$ cat src/rtl/uart_phy_if.sv
`timescale 1ns/1ps
`default_nettype none
// ============================================================================
//  Module      : uart_phy_if
//  Description : Signal bundle between the bus-side serial port slave and the
//                UART serial-line PHY.
//                  tx_start  : level request to send tx_dat when TX is idle
//                  tx_dat    : byte to transmit, sampled on acceptance
//                  tx_busy   : TX frame in progress
//                  txd       : serial TX line, idle high
//                  rxd       : serial RX line (asynchronous to clk_bus)
//                  rx_ready  : 1-cycle pulse, rx_dat holds a new byte
//                  rx_dat    : last good received byte
//                  rx_err    : 1-cycle pulse, framing / parity error
//                slave  = the PHY itself
//                master = everything around it (bus slave + line driver)
//  Revision    : 1.0  initial release
// ============================================================================
interface uart_phy_if;
    logic       tx_start;
    logic [7:0] tx_dat;
    logic       tx_busy;
    logic       txd;
    logic       rxd;
    logic       rx_ready;
    logic [7:0] rx_dat;
    logic       rx_err;

    modport master (
        output tx_start, tx_dat, rxd,
        input  tx_busy, txd, rx_ready, rx_dat, rx_err
    );

    modport slave (
        input  tx_start, tx_dat, rxd,
        output tx_busy, txd, rx_ready, rx_dat, rx_err
    );
endinterface
`default_nettype wire

$ cat src/rtl/uart_phy.sv
`timescale 1ns/1ps
`default_nettype none
// ============================================================================
//  Module      : uart_phy
//  Description : Serial-line end of the UART byte interface. Single clock
//                domain (clk_bus), synchronous active-high reset (rst_bus).
//                TX serialises bytes accepted on tx_start, LSB first.
//                RX synchronises rxd, samples each bit at its centre and
//                reports bytes with rx_ready or bad frames with rx_err.
//                Default framing 8N1 (10 bit times).
//                Build option UART_PARITY_EN: 8E1 framing (11 bit times),
//                even parity = XOR of the data bits, inserted after bit 7.
//  Ports       : clk_bus, rst_bus           clock / reset
//                phy (uart_phy_if.slave)    tx_start, tx_dat, tx_busy, txd,
//                                           rxd, rx_ready, rx_dat, rx_err
//  Parameters  : CLK_DIV  clk_bus cycles per bit (>= 4)
//  Revision    : 1.0  initial release
// ============================================================================
module uart_phy #(
    parameter int CLK_DIV = 434
) (
    input  wire logic   clk_bus,
    input  wire logic   rst_bus,
    uart_phy_if.slave   phy
);

    localparam int              c_CW       = $clog2(CLK_DIV);
    localparam logic [c_CW-1:0] c_CNT_LAST = c_CW'(CLK_DIV - 1);
    // Start bit is re-checked half a bit after the falling edge, which puts
    // every following sample at a bit centre.
    localparam logic [c_CW-1:0] c_CNT_HALF = c_CW'(CLK_DIV / 2 - 1);

    // ------------------------------------------------------------------------
    // Transmitter
    // ------------------------------------------------------------------------
    typedef enum logic [2:0] {
        TX_IDLE   = 3'd0,
        TX_START  = 3'd1,
        TX_DATA   = 3'd2,
`ifdef UART_PARITY_EN
        TX_PARITY = 3'd3,
`endif
        TX_STOP   = 3'd4
    } tx_state_t;

    tx_state_t         r_tx_state, w_tx_state_nx;
    logic [c_CW-1:0]   r_tx_cnt,   w_tx_cnt_nx;
    logic [2:0]        r_tx_bit,   w_tx_bit_nx;
    logic [7:0]        r_tx_shift, w_tx_shift_nx;
    logic              r_txd,      w_txd_nx;
    logic              r_tx_busy,  w_tx_busy_nx;
    logic              w_tx_last;
`ifdef UART_PARITY_EN
    logic              r_tx_par,   w_tx_par_nx;
`endif

    assign w_tx_last = (r_tx_cnt == c_CNT_LAST);

    always_comb begin
        w_tx_state_nx = r_tx_state;
        w_tx_cnt_nx   = r_tx_cnt;
        w_tx_bit_nx   = r_tx_bit;
        w_tx_shift_nx = r_tx_shift;
`ifdef UART_PARITY_EN
        w_tx_par_nx   = r_tx_par;
`endif
        case (r_tx_state)
            TX_IDLE: begin
                if (phy.tx_start) begin
                    w_tx_state_nx = TX_START;
                    w_tx_cnt_nx   = '0;
                    w_tx_shift_nx = phy.tx_dat;
`ifdef UART_PARITY_EN
                    w_tx_par_nx   = ^phy.tx_dat;
`endif
                end
            end
            TX_START: begin
                if (w_tx_last) begin
                    w_tx_state_nx = TX_DATA;
                    w_tx_cnt_nx   = '0;
                    w_tx_bit_nx   = 3'd0;
                end else begin
                    w_tx_cnt_nx   = r_tx_cnt + 1'b1;
                end
            end
            TX_DATA: begin
                if (w_tx_last) begin
                    w_tx_cnt_nx   = '0;
                    w_tx_shift_nx = {1'b0, r_tx_shift[7:1]};
                    if (r_tx_bit == 3'd7) begin
`ifdef UART_PARITY_EN
                        w_tx_state_nx = TX_PARITY;
`else
                        w_tx_state_nx = TX_STOP;
`endif
                    end else begin
                        w_tx_bit_nx   = r_tx_bit + 1'b1;
                    end
                end else begin
                    w_tx_cnt_nx   = r_tx_cnt + 1'b1;
                end
            end
`ifdef UART_PARITY_EN
            TX_PARITY: begin
                if (w_tx_last) begin
                    w_tx_state_nx = TX_STOP;
                    w_tx_cnt_nx   = '0;
                end else begin
                    w_tx_cnt_nx   = r_tx_cnt + 1'b1;
                end
            end
`endif
            TX_STOP: begin
                if (w_tx_last) begin
                    w_tx_state_nx = TX_IDLE;
                    w_tx_cnt_nx   = '0;
                end else begin
                    w_tx_cnt_nx   = r_tx_cnt + 1'b1;
                end
            end
            default: begin
                w_tx_state_nx = TX_IDLE;
                w_tx_cnt_nx   = '0;
            end
        endcase

        // txd and tx_busy are registered from the next-state values so the
        // line never glitches at bit boundaries.
        case (w_tx_state_nx)
            TX_START:  w_txd_nx = 1'b0;
            TX_DATA:   w_txd_nx = w_tx_shift_nx[0];
`ifdef UART_PARITY_EN
            TX_PARITY: w_txd_nx = w_tx_par_nx;
`endif
            default:   w_txd_nx = 1'b1;
        endcase
        w_tx_busy_nx = (w_tx_state_nx != TX_IDLE);
    end

    always_ff @(posedge clk_bus) begin
        if (rst_bus) begin
            r_tx_state <= TX_IDLE;
            r_tx_cnt   <= '0;
            r_tx_bit   <= 3'd0;
            r_tx_shift <= 8'h00;
            r_txd      <= 1'b1;
            r_tx_busy  <= 1'b0;
`ifdef UART_PARITY_EN
            r_tx_par   <= 1'b0;
`endif
        end else begin
            r_tx_state <= w_tx_state_nx;
            r_tx_cnt   <= w_tx_cnt_nx;
            r_tx_bit   <= w_tx_bit_nx;
            r_tx_shift <= w_tx_shift_nx;
            r_txd      <= w_txd_nx;
            r_tx_busy  <= w_tx_busy_nx;
`ifdef UART_PARITY_EN
            r_tx_par   <= w_tx_par_nx;
`endif
        end
    end

    assign phy.txd     = r_txd;
    assign phy.tx_busy = r_tx_busy;

    // ------------------------------------------------------------------------
    // Receiver
    // ------------------------------------------------------------------------
    typedef enum logic [2:0] {
        RX_IDLE   = 3'd0,
        RX_START  = 3'd1,
        RX_DATA   = 3'd2,
`ifdef UART_PARITY_EN
        RX_PARITY = 3'd3,
`endif
        RX_STOP   = 3'd4,
        RX_BREAK  = 3'd5
    } rx_state_t;

    // Synchroniser resets to the idle line level so reset release cannot
    // fake a start bit.
    logic              r_rxd_meta, r_rxd_sync;
    rx_state_t         r_rx_state, w_rx_state_nx;
    logic [c_CW-1:0]   r_rx_cnt,   w_rx_cnt_nx;
    logic [2:0]        r_rx_bit,   w_rx_bit_nx;
    logic [7:0]        r_rx_shift, w_rx_shift_nx;
    logic [7:0]        r_rx_dat,   w_rx_dat_nx;
    logic              r_rx_ready, w_rx_ready_nx;
    logic              r_rx_err,   w_rx_err_nx;
    logic              w_rx_last;
`ifdef UART_PARITY_EN
    logic              r_rx_par_bad, w_rx_par_bad_nx;
`endif

    assign w_rx_last = (r_rx_cnt == c_CNT_LAST);

    always_comb begin
        w_rx_state_nx = r_rx_state;
        w_rx_cnt_nx   = r_rx_cnt;
        w_rx_bit_nx   = r_rx_bit;
        w_rx_shift_nx = r_rx_shift;
        w_rx_dat_nx   = r_rx_dat;
        w_rx_ready_nx = 1'b0;
        w_rx_err_nx   = 1'b0;
`ifdef UART_PARITY_EN
        w_rx_par_bad_nx = r_rx_par_bad;
`endif
        case (r_rx_state)
            RX_IDLE: begin
                if (!r_rxd_sync) begin
                    w_rx_state_nx = RX_START;
                    w_rx_cnt_nx   = '0;
                end
            end
            RX_START: begin
                if (r_rx_cnt == c_CNT_HALF) begin
                    w_rx_cnt_nx = '0;
                    w_rx_bit_nx = 3'd0;
                    // Line back high at mid start bit: glitch, drop silently.
                    w_rx_state_nx = r_rxd_sync ? RX_IDLE : RX_DATA;
                end else begin
                    w_rx_cnt_nx = r_rx_cnt + 1'b1;
                end
            end
            RX_DATA: begin
                if (w_rx_last) begin
                    w_rx_cnt_nx   = '0;
                    w_rx_shift_nx = {r_rxd_sync, r_rx_shift[7:1]};
                    if (r_rx_bit == 3'd7) begin
`ifdef UART_PARITY_EN
                        w_rx_state_nx = RX_PARITY;
`else
                        w_rx_state_nx = RX_STOP;
`endif
                    end else begin
                        w_rx_bit_nx   = r_rx_bit + 1'b1;
                    end
                end else begin
                    w_rx_cnt_nx   = r_rx_cnt + 1'b1;
                end
            end
`ifdef UART_PARITY_EN
            RX_PARITY: begin
                if (w_rx_last) begin
                    w_rx_cnt_nx     = '0;
                    w_rx_par_bad_nx = r_rxd_sync ^ (^r_rx_shift);
                    w_rx_state_nx   = RX_STOP;
                end else begin
                    w_rx_cnt_nx     = r_rx_cnt + 1'b1;
                end
            end
`endif
            RX_STOP: begin
                if (w_rx_last) begin
                    w_rx_cnt_nx = '0;
                    if (r_rxd_sync) begin
                        w_rx_state_nx = RX_IDLE;
`ifdef UART_PARITY_EN
                        if (r_rx_par_bad) begin
                            w_rx_err_nx   = 1'b1;
                        end else begin
                            w_rx_ready_nx = 1'b1;
                            w_rx_dat_nx   = r_rx_shift;
                        end
`else
                        w_rx_ready_nx = 1'b1;
                        w_rx_dat_nx   = r_rx_shift;
`endif
                    end else begin
                        // Framing error; a held-low line must not retrigger.
                        w_rx_err_nx   = 1'b1;
                        w_rx_state_nx = RX_BREAK;
                    end
                end else begin
                    w_rx_cnt_nx = r_rx_cnt + 1'b1;
                end
            end
            RX_BREAK: begin
                if (r_rxd_sync) begin
                    w_rx_state_nx = RX_IDLE;
                end
            end
            default: begin
                w_rx_state_nx = RX_IDLE;
                w_rx_cnt_nx   = '0;
            end
        endcase
    end

    always_ff @(posedge clk_bus) begin
        if (rst_bus) begin
            r_rxd_meta <= 1'b1;
            r_rxd_sync <= 1'b1;
            r_rx_state <= RX_IDLE;
            r_rx_cnt   <= '0;
            r_rx_bit   <= 3'd0;
            r_rx_shift <= 8'h00;
            r_rx_dat   <= 8'h00;
            r_rx_ready <= 1'b0;
            r_rx_err   <= 1'b0;
`ifdef UART_PARITY_EN
            r_rx_par_bad <= 1'b0;
`endif
        end else begin
            r_rxd_meta <= phy.rxd;
            r_rxd_sync <= r_rxd_meta;
            r_rx_state <= w_rx_state_nx;
            r_rx_cnt   <= w_rx_cnt_nx;
            r_rx_bit   <= w_rx_bit_nx;
            r_rx_shift <= w_rx_shift_nx;
            r_rx_dat   <= w_rx_dat_nx;
            r_rx_ready <= w_rx_ready_nx;
            r_rx_err   <= w_rx_err_nx;
`ifdef UART_PARITY_EN
            r_rx_par_bad <= w_rx_par_bad_nx;
`endif
        end
    end

    assign phy.rx_ready = r_rx_ready;
    assign phy.rx_err   = r_rx_err;
    assign phy.rx_dat   = r_rx_dat;

endmodule
`default_nettype wire

$ cat src/flat_wrapper.sv
// flat-port wrapper written by rule: the top's interface ports become plain ports
module uart_phy_flat 
#(
    parameter int CLK_DIV = 434
)
  (clk_bus, rst_bus, phy_tx_start, phy_tx_dat, phy_rxd, phy_tx_busy, phy_txd, phy_rx_ready, phy_rx_dat, phy_rx_err);
  uart_phy_if phy_i ();
  input  wire logic clk_bus;
  input  wire logic rst_bus;
  input wire logic [$bits(phy_i.tx_start)-1:0] phy_tx_start;
  input wire logic [$bits(phy_i.tx_dat)-1:0] phy_tx_dat;
  input wire logic [$bits(phy_i.rxd)-1:0] phy_rxd;
  output wire logic [$bits(phy_i.tx_busy)-1:0] phy_tx_busy;
  output wire logic [$bits(phy_i.txd)-1:0] phy_txd;
  output wire logic [$bits(phy_i.rx_ready)-1:0] phy_rx_ready;
  output wire logic [$bits(phy_i.rx_dat)-1:0] phy_rx_dat;
  output wire logic [$bits(phy_i.rx_err)-1:0] phy_rx_err;
  assign phy_i.tx_start = phy_tx_start;
  assign phy_i.tx_dat = phy_tx_dat;
  assign phy_i.rxd = phy_rxd;
  assign phy_tx_busy = phy_i.tx_busy;
  assign phy_txd = phy_i.txd;
  assign phy_rx_ready = phy_i.rx_ready;
  assign phy_rx_dat = phy_i.rx_dat;
  assign phy_rx_err = phy_i.rx_err;
  uart_phy #(.CLK_DIV(CLK_DIV)) u_core (.clk_bus(clk_bus), .rst_bus(rst_bus), .phy(phy_i));
endmodule
$ cat config.mk
export PLATFORM = sky130hd
export DESIGN_NAME = uart_phy_flat
export DESIGN_NICKNAME = d
export VERILOG_FILES = /design/src/rtl/uart_phy_if.sv /design/src/rtl/uart_phy.sv /design/src/flat_wrapper.sv
export SDC_FILE = /design/constraint.sdc
export NUM_CORES = 1
export LEC_CHECK = 0
export CAP_MARGIN = 20
export CORE_UTILIZATION = 40
export DETAILED_ROUTE_END_ITERATION = 8
export PLACE_DENSITY_LB_ADDON = 0.1
export SYNTH_ARGS = -nofsm -noshare
export SYNTH_HDL_FRONTEND = slang
export SYNTH_SLANG_ARGS = --single-unit
$ cat constraint.sdc
create_clock -name clk_bus -period 2.3 [get_ports clk_bus]
set_input_delay 0.345 -clock clk_bus [delete_from_list [all_inputs] [get_ports clk_bus]]
set_output_delay 0.345 -clock clk_bus [all_outputs]
set_load 0.05 [all_outputs]
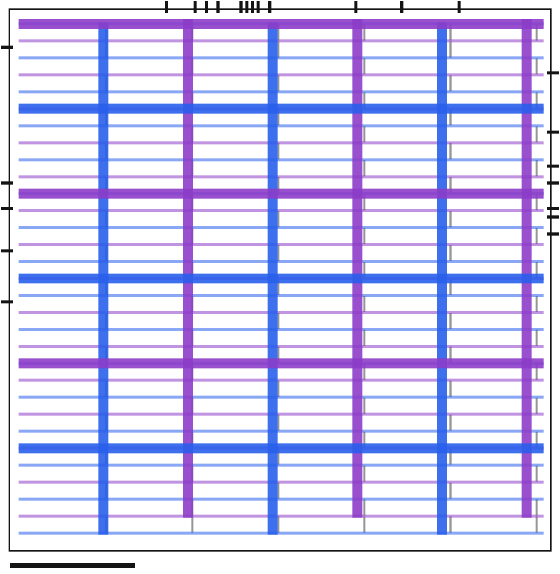
Fig. 1. Supply network.
The bar under the picture is 20 µm long. Pins as bars on the die edge. Tap cells in grey.
colour	net
purple	VDD
blue	VSS
signal pins	24
met5 straps	6
rows	30
met1 rails	31

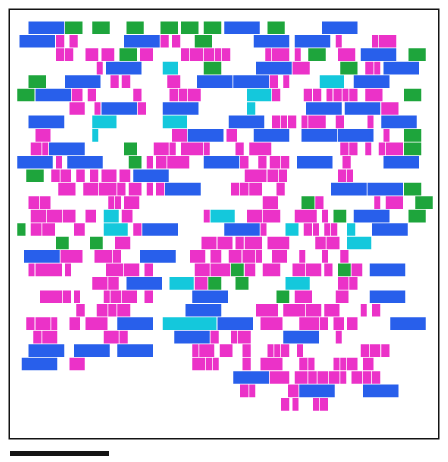
Fig. 2. Placement by cell class.
The bar under the picture is 20 µm long.
colour	class	cells	share of their area
blue	registers	60	37%
green	remaining buffers and delay cells	34	9.4%
cyan	clock drivers and dummy loads	16	5.9%
magenta	remaining logic cells	246	48%
Floorplan Core Area: 6869 µm²
post-route cell area: 3392 µm²

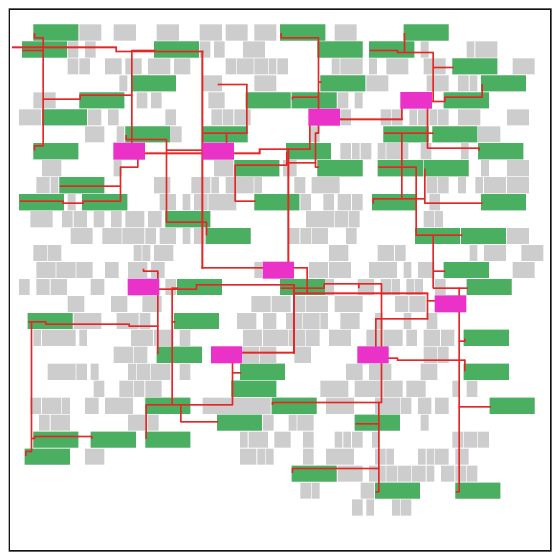
Fig. 3. Routed clock nets over the placement.
[magenta] clock-net drivers | count: 9
[red] clock wires | length: 875 µm
[green] flip-flops | count: 60
flops lie	spread over the die
clk_skew: 0.01238 ns
clk pwr: 0.940 mW

==> results.sh <==
# yosys + openroad results
export IMPL_top_layer_used="met4"
export IMPL_place_inst=436
export IMPL_drtPass1Iterations=4
export IMPL_ys_sh_mux_pct=3.150
export IMPL_cts_tree="yes"
export IMPL_finalPower_mw=2.156
export IMPL_hold_depth=1
export IMPL_viasPerCell=5.361
export IMPL_grtUsageMet2_pct=28.14
export IMPL_powerDensity_nw_per_um2=635.5
export IMPL_ys_cells=327
export IMPL_yosysTopAreaCell="dfxtp_1"
export IMPL_fp_util_pct=41.64
export IMPL_lay_top_cells="dfxtp_1, nand2_1, a21oi_1"
export IMPL_wl_met3_um=244
export IMPL_arrival_ns=2.26
export IMPL_n_fill_cell=669
export IMPL_drtAntennaViolNets=0
export IMPL_syn2layout_area_growth_pct=18.59
export IMPL_grt_pass1_wl_um=10870
export IMPL_die_height_um=86.56
export IMPL_wl_um=6198
export IMPL_pin_count=24
export IMPL_compound_area_share_pct=17.67
export IMPL_p_leak_nw=1.226
export IMPL_logic_area_um2=1540
export IMPL_sh_comb_area_pct=45.41
export IMPL_critPathLaunch="u_core.r_rx_state[1]"
export IMPL_post_layout_nonfiller_instances=452
export IMPL_required_ns=2.57
export IMPL_cts_repair_resize_count=0
export IMPL_drive_gt1_share_pct=10.39
export IMPL_grt_usage_pct=18.72
export IMPL_syn_nets=348
export IMPL_met2_length_um=2801
export IMPL_rows=30
export IMPL_rrSetupSlack_ns=0.30
export IMPL_die_w_um=86.56
export IMPL_clk_latency_ns=0.34
export IMPL_root_buffer="clkbuf_8"
export IMPL_edf_count=0
export IMPL_worstHoldStart="u_core.r_rxd_meta"
export IMPL_relSlewSlack_pct=65.22
export IMPL_adder_share_pct=3.937
export IMPL_flop_cell="dfxtp_1"
export IMPL_post_route_period_util_pct=86.74
export IMPL_critPathKind="flop to flop"
export IMPL_hp_class="flop to flop"
export IMPL_htree_levels=3
export IMPL_cts_buffer_depth=2
export IMPL_buffers=34
export IMPL_final_nonclk_buf_share_pct=9.074
export IMPL_clk_share_pct=5.681
export IMPL_post_cts_buffers=0
export IMPL_postSynthCellCount=327
export IMPL_ir_drop_uv=433.8
export IMPL_utilization_pct=49.38
export IMPL_cp_end_kind="flop"
export IMPL_use_met1_pct=25.41
export IMPL_met3_usage_pct=6.667
export IMPL_tapCellCount=96
export IMPL_critical_path_peak_fanout=12
export IMPL_antennaDiodeCount=0
export IMPL_holdBufCountCts=0
export IMPL_finalHoldViolCount=0
export IMPL_xor_share_pct=2.450
export IMPL_outcome="finished clean"
export IMPL_avgSynthCellArea_um2=8.747
export IMPL_fin_nets=372
export IMPL_fmax_ghz=0.5012
export IMPL_worstHoldEndpoint="u_core.r_rxd_sync"
export IMPL_path_clk_slew_ns=0.08
export IMPL_antenna_found_initial=0
export IMPL_reg2reg_to="u_core.r_rx_bit[0]"
export IMPL_drc=0
export IMPL_dpl_hpwl_um=4159
export IMPL_topCombFamilyByArea="simple AND/OR/NAND/NOR gates"
export IMPL_grt_ovfl_total=0
export IMPL_fin_tns_setup_ns=0
export IMPL_ys_seq_share_pct=41.99
export IMPL_yosys_warnings=0
export IMPL_seq_cell_count=60
export IMPL_layout_top_cell="dfxtp_1"
export IMPL_synthTopCellsByArea="dfxtp_1, a21oi_1, ha_1"
export IMPL_async_flop_share_pct=0
export IMPL_clkSinkCount=60
export IMPL_warnings=29
export IMPL_grt_max_degree=31
export IMPL_grt_pass1_vias=2213
export IMPL_wirelength_met1_um=3089
export IMPL_slew_violations=0
export IMPL_drt_iter0_markers=144
export IMPL_largest_class="logic gates"
export IMPL_drt_wirelength_per_cell_um=13.71
export IMPL_yosysChipArea_um2=2860
export IMPL_yosysUniqueCellTypes=61
export IMPL_setup_viol=0
export IMPL_cts_buffers=9
export IMPL_reg2reg_from="u_core.r_rx_state[1]"
export IMPL_worst_slew_pin_slew_ns=0.5201
export IMPL_period_needed_ns=1.995
export IMPL_worst_setup_path_start_kind="flop"
export IMPL_place_gp_congestion=0.7724
export IMPL_clkbuf_count=10
export IMPL_seq_cell_share_pct=35.41
export IMPL_grt_busiest_layer="met2"
export IMPL_io_buffers=23
export IMPL_comb_cells=238
export IMPL_vias=2423
export IMPL_chip_area_um2=7493
export IMPL_area_sequential_um2=1201
export IMPL_grt_setup_unrepaired="false"
export IMPL_ys_flops=60
export IMPL_syn_cell_area_um2=2860
export IMPL_inverters_excl_clock=8
export IMPL_maxCapViolations=0
export IMPL_ys_sh_simple_pct=26.64
export IMPL_top_area_share_pct=41.99
export IMPL_r2r_cells=4
export IMPL_worstSetupEndpoint="u_core.r_rx_bit[0]"
[registers in the layout, summed over array words and instances, names as in the netlist]
signal,flops
u_core.phy.tx_busy,1
u_core.r_rxd_sync,1
u_core.r_tx_shift,8
u_core.r_rx_state,3
u_core.r_rx_bit,3
u_core.r_tx_state,3
u_core.phy.rx_ready,1
u_core.r_tx_cnt,9
u_core.r_rx_cnt,9
u_core.phy.txd,1
u_core.phy.rx_err,1
u_core.r_rx_shift,8
u_core.phy.rx_dat,8
u_core.r_rxd_meta,1
u_core.r_tx_bit,3
[worst max-delay path: stages (launching register included)]
cell     delay, ns
dfxtp_1       0.43
or3b_4        0.47
o32a_1        0.40
or4_1         0.48
a21oi_1       0.14
[cells in the mapped netlist (6+ instances only)]
| cell type | count |
|---|---|
| o21ai_0 | 7 |
| nand2_1 | 28 |
| ha_1 | 9 |
| inv_1 | 8 |
| nand3_1 | 22 |
| nor2_1 | 21 |
| a21oi_1 | 28 |
| dfxtp_1 | 60 |
| buf_2 | 8 |
| nor3_1 | 15 |
| a22oi_1 | 6 |
| or3_1 | 7 |
| mux2i_1 | 9 |
| clkbuf_1 | 12 |
[power breakdown]
group	leakage [nW]	switching, mW	internal [mW]
combinational	0.643	0.0816	0.0602
clock	0.0962	0.440	0.500
sequential	0.486	0.0160	1.06
total	1.23	0.538	1.62
[per-stage QoR]
stage / worst slack, ns / cell area (µm²) / hold WS (ns)
floorplan: 0.4599 / 2860 / 0.3895
global placement: 0.3176 / 3199 / 0.4066
detailed placement: 0.2934 / 3199 / 0.4123
CTS: 0.3038 / 3392 / 0.4278
global route: 0.1844 / 3392 / 0.4355
finish: 0.3049 / 3392 / 0.4186
Power is estimated from default activity; no workload was simulated.
